Design pal_cfg_loader, sky130hd; sources not shown.
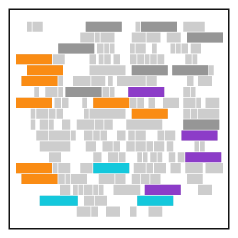
Fig. 1. Sequential cells grouped by signal name (run 1).
Scale: 4 px per um. Other sequential cells in the stronger gray, the rest of the logic in the fainter gray.
| netlist name | color | sequential cells |
|---|---|---|
| bits_left | orange | 8 |
| byte_bits | purple | 4 |
| state | cyan | 3 |
post-layout util: 63.6%
flop share of the area: 35.6%
Seq. cell area: 577 um^2
flip-flop and latch power: 0.000807 W

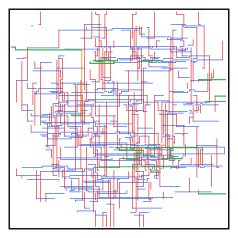
Fig. 2. Routed metal, one color a layer (run 1).
Scale: 4 px per um.
| layer | color | wire length |
|---|---|---|
| met4 | orange | 16.3 um |
| met3 | green | 125 um |
| met1 | blue | 1250 um |
| met2 | red | 1200 um |
DR vias: 1063
GRT Overall Usage: 20.0%
routed length per instance: 13.4 um

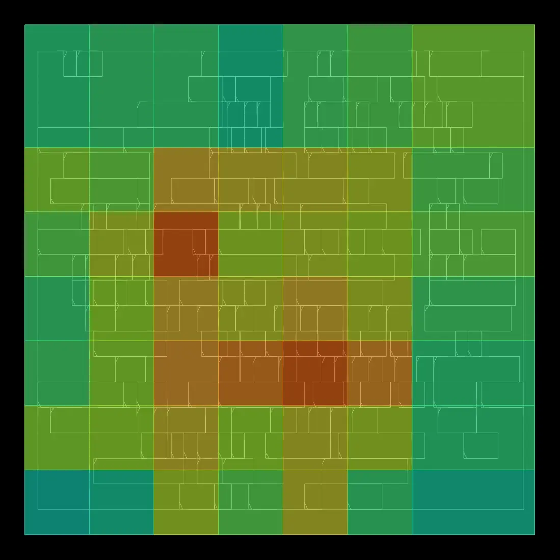
Fig. 3. Routing congestion map (run 1).
most used routing layer: met2
met3 Resource Use GR: 4.17%
GR Util met2: 30.3%

==> out/results.tsv, run 1 <==
metric	value	unit
lay_top_count	nand2_1	
fp_nets	152	
clk_pin_slew	0.06	ns
violations	setup timing	
power.density	1060	nW/um^2
hold_path.class	in -> async	
rsz0062_at_grt	true	
overflow	0	
synth.top_cell.area_share	46.4	%
place.gp.congestion	0.850	
status	finished, violations left	
drt_pass1_iterations	4	
ys_ff	23	
worst_path_max_delay_cell	or3b_4	
final-setup-viol-count	3	
placed_area	1480	um^2
fin_area	1620	um^2
numCtsBuffers	3	
antenna_left	0	
ir_drop	781	uV
die_h	54.5	um
antenna_found_initial	0	
areaGrowthSynthToFinish	30.6	%
p_leak	0.710	nW
cts_hold_buf	0	
cp_cell_sequence	or3b_4 > inv_4 > buf_12 > and2_4 > buf_8	
worstPathArrival	1.57	ns
fp_util	48.7	%
nets	182	
warning_count	30	
slew_viol_final	0	
port_buffers	18	
top_layer_used	met4	
drive_above_1_share	18.3	%
antennaDiodeCount	0	
ys_warn_count	0	
clock_skew	0.00497	ns
wl_met1	1250	um
rrSetupSlack	0.12	ns
avgViaCountPerCell	5.48	
synth_cell_types	37	
cts_max_level	1	
clockBufferDepth	2	
slew_headroom	64.9	%
ys_cells	135	
met3RoutedLength	125	um
core_area	2540	um^2
largest_area_cell	dfrtp_1	
ys_chip_area	1240	um^2
drc_errors	0	
grt_pass1_vias	917	
place_ws	-0.695	ns
required	1.44	ns
hold_viol_final	0	
dr_wl_met2	1200	um
die_area	2970	um^2
cts.sinks	23	
fmax	549	MHz
grt_pass1_wl	4220	um
finalCritPeriodShare	107	%
startpoint_type	register	
ios	20	
syn_inst	135	
period_minus_slack	1.82	ns
tightestPinTransition	0.522	ns
worst_slack	-0.122	ns
crit_fanout	6	
ys_seq_share	46.4	%
dp_hpwl	1880	um
syn_area	1240	um^2
fin_tns_setup	-0.223	ns
num_rows	18	
end_kind	output pin	
[run 1: critical path, delay by kind of cell (launching register included)]
| kind | cells | cell delay [ns] |
|---|---|---|
| buffers and inverters | 3 | 0.32 |
| flip-flops | 1 | 0.42 |
| AND/OR/NAND/NOR | 2 | 0.57 |
[run 1: timing repair]
action / 4_1_cts / 5_1_grt
setup endpoints to repair: 6 / 12
setup buffers: 3 / 5
gates resized: 25 / 6
pin swaps: 0 / 2
[run 1: where the power goes]
group / total (W) / switching, W / internal [W]
Clock: 0.000501 / 0.000185 / 0.000316
Sequential: 0.000807 / 0.000117 / 0.000691
Combinational: 0.000411 / 0.000213 / 0.000198
Total: 0.00172 / 0.000515 / 0.00120
[run 1: stage by stage]
step | cells | total power, W
after global routing | 194 | 0.00185
final | 194 | 0.00172
after global placement | 183 | 0.00119
after CTS | 190 | 0.00173
after detailed placement | 183 | 0.00122
after floorplan | 135 | 0.00107
[run 1: final cells by class]
class                      count  area, um^2
multi-input combinational     99         597
sequential                    23         577
buffer                         6        58.8
tap                           30        37.5
fill                         218         926
clock inverter                 1        5.00
inverter                       6        25.0
clock buffer                   3        75.1
timing repair buffer          26         244
[run 1: synth_stat cells]
library cell and count:
dfrtp_1 23, nand2_1 23, nand3_1 22, nor2_1 8, a21oi_1 5, inv_1 5
ha_1 4, nor3_1 4, buf_4 3, xor2_1 3, a31oi_1 2, and3_1 2
and3b_1 2, buf_6 2, nor4_1 2, o211ai_1 2, o21ai_0 2, xnor2_1 2
a221oi_1 1, a32oi_1 1, and2_1 1, buf_2 1, clkbuf_1 1, conb_1 1
inv_2 1, nand2b_1 1, nand3b_1 1, nand4_1 1, nor2b_1 1, nor3b_2 1
nor4_4 1, nor4b_2 1, o21a_1 1, o21bai_1 1, o31ai_1 1, or3_1 1
or3b_4 1
[run 1: logic make-up after synthesis]
| kind of cell | after synthesis | synth area share, % |
|---|---|---|
| AND-OR/OR-AND | 16 | 8.27 |
| other | 1 | 0.302 |
| buffers and inverters | 13 | 6.15 |
| flip-flops | 23 | 46.4 |
| AND/OR/NAND/NOR | 73 | 31.3 |
| XOR/XNOR | 5 | 3.53 |
| adder cells (fa/ha/maj) | 4 | 4.04 |
[run 1: metal layers]
metal,vias to the layer above,track usage (%)
li1,527,-
met1,502,28.8
met2,32,30.3
met3,2,4.17
met4,0,5.13
met5,-,0
Fig. 4: run 1, metal 3
Scale: 4 px per um.
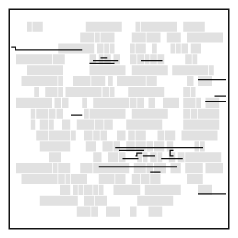

==> run 2, diff against run 1 <==
--- a/config.mk
+++ b/config.mk
@@ -6,11 +6,13 @@
 export NUM_CORES = 1
 export LEC_CHECK = 0
 export CAP_MARGIN = 15
-export CORE_UTILIZATION = 45
+export CELL_PAD_IN_SITES_DETAIL_PLACEMENT = 1
+export CELL_PAD_IN_SITES_GLOBAL_PLACEMENT = 1
+export CORE_UTILIZATION = 39
 export CTS_BUF_LIST = sky130_fd_sc_hd__clkbuf_16
 export DETAILED_ROUTE_END_ITERATION = 10
 export GPL_TIMING_DRIVEN = 0
-export PLACE_DENSITY = 0.7
+export PLACE_DENSITY = 0.78
 export SYNTH_ARGS = -nofsm -noshare
 export SYNTH_HDL_FRONTEND = slang
 export SYNTH_SLANG_ARGS = --single-unit
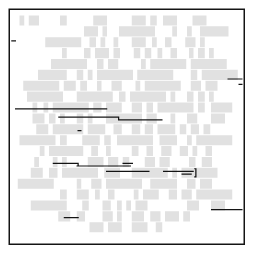
Fig. 5. Metal 3 (run 2).
Scale: 4 px per um.
longest straight run: 22.8 um
share of all routed wire: 3.3%
nets with wire on the layer: 11
main direction: horizontal
Post-Route WL: 3330 um
met3 Resource Use GR: 5.05%
DR vias: 1105

==> out/results.tsv, run 2 <==
metric	value	unit
status	finished, violations left	
violations	setup timing	
slew_viol_final	0	
crit_fanout	8	
clk_pin_slew	0.06	ns
dp_hpwl	2220	um
antenna_left	0	
criticalPathCategory	reg -> out	
synth-edff-count	0	
ir_drop	823	uV
busiest_layer	met2	
fp_util	41.0	%
end_kind	output pin	
ys_seq_share	46.4	%
ys_warn_count	0	
ys_chip_area	1240	um^2
worst_slack	-0.132	ns
tightestPinTransition	1.04	ns
drive_above_1_share	18.2	%
warning_count	30	
port_buffers	18	
finalCritPeriodShare	108	%
ys_ff	23	
drc_errors	0	
cts_max_level	1	
hold_path.class	reg -> reg	
numCtsBuffers	3	
hold_viol_final	0	
core_area	3030	um^2
worstPathArrival	1.58	ns
avgViaCountPerCell	5.29	
synth_cell_types	37	
flop_cell	dfrtp_1	
grt_pass1_wl	5490	um
num_rows	20	
startpoint_type	register	
die_area	3410	um^2
overflow	0	
num-fill-cells	344	
cts_hold_buf	0	
period_minus_slack	1.83	ns
nets	183	
power.density	1050	nW/um^2
p_leak	0.720	nW
required	1.44	ns
areaGrowthSynthToFinish	34.1	%
ios	20	
fmax	546	MHz
max-cap-violations	0	
final-setup-viol-count	4	
syn_area	1240	um^2
rsz0062_at_grt	true	
rrSetupSlack	0.09	ns
slew_headroom	30.4	%
clock_skew	0.00182	ns
clockBufferDepth	2	
die_h	58.4	um
antenna_found_initial	0	
place.gp.congestion	0.811	
drt_pass1_iterations	4	
ys_cells	135	
synth.top_cell.area_share	46.4	%
cts.sinks	23	
largest_area_cell	dfrtp_1	
antennaDiodeCount	0	
fp_nets	152	
syn_inst	135	
grt_pass1_vias	1168	
synthArstFlopShare	100	%
drt-initial-drc-count	48	
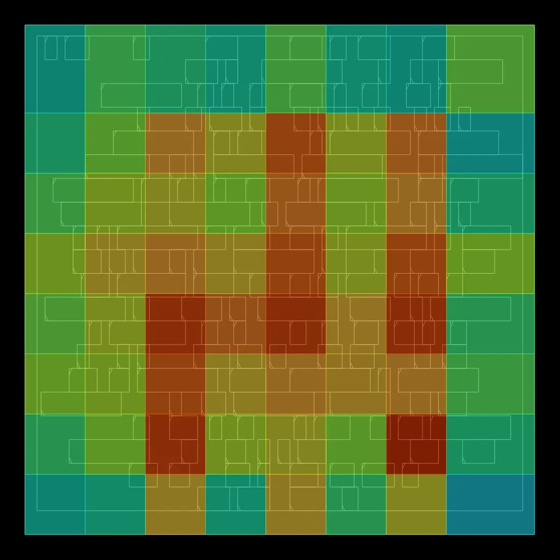
Fig. 6. Routing congestion map (run 2).
post-layout util: 54.9%
met1 Use GR: 26.3%
GRT Overall Usage: 21.4%
GR Util met2: 37.9%
routed length per instance: 15.9 um

[run 2: repair_timing]
action / 4_1_cts / 5_1_grt
gates resized: 25 / 11
setup buffers: 5 / 4
setup endpoints to repair: 6 / 16
[run 2: cell families after synthesis]
family,count (synthesis),share of synthesized area [%]
compound gates,16,8.27
fa+ha+maj,4,4.04
xor+xnor,5,3.53
other cells,1,0.302
simple gates,73,31.3
flops,23,46.4
buf+inv,13,6.15
[run 2: power breakdown]
group / switching, W / internal, W / total [W] / leakage (nW)
clock network: 0.000189 / 0.000314 / 0.000503 / 0.0423
logic: 0.000233 / 0.000200 / 0.000434 / 0.407
registers: 0.000127 / 0.000691 / 0.000817 / 0.271
total: 0.000549 / 0.00120 / 0.00175 / 0.720
[run 2: layout make-up]
class,count,area [um^2],share of cell area (%)
multi-input combinational,99,613,36.9
timing repair buffer,27,253,15.2
inverter,6,25.0,1.50
clock inverter,1,3.75,0.226
clock buffer,3,75.1,4.51
buffer,6,62.6,3.76
sequential,23,576,34.6
tap,44,55.1,3.31
[run 2: worst max-delay path, stage by stage (launching register included)]
cell and delay [ns]:
dfrtp_1 0.41, or3b_4 0.42, inv_4 0.09, buf_12 0.12
and2_4 0.14, buf_8 0.13
[run 2: layer usage]
metal  share of wire (%)  vias to the layer above
met1                  44                      555
li1                    -                      524
met2                  52                       22
met5                   0                        -
met3                 3.3                        4
met4                 1.1                        0
[run 2: stage by stage]
stage / cell area, um^2 / setup TNS, ns / cells / setup slack, ns / power (W)
after global routing: 1660 / -0.544 / 209 / -0.185 / 0.00187
after floorplan: 1260 / 0 / 135 / 0.0104 / 0.00107
final: 1660 / -0.310 / 209 / -0.132 / 0.00175
after detailed placement: 1500 / -1.64 / 197 / -0.711 / 0.00122
after global placement: 1500 / -1.54 / 197 / -0.695 / 0.00119
after CTS: 1630 / -0.348 / 206 / -0.211 / 0.00176
Power and IR drop assume default switching activity.
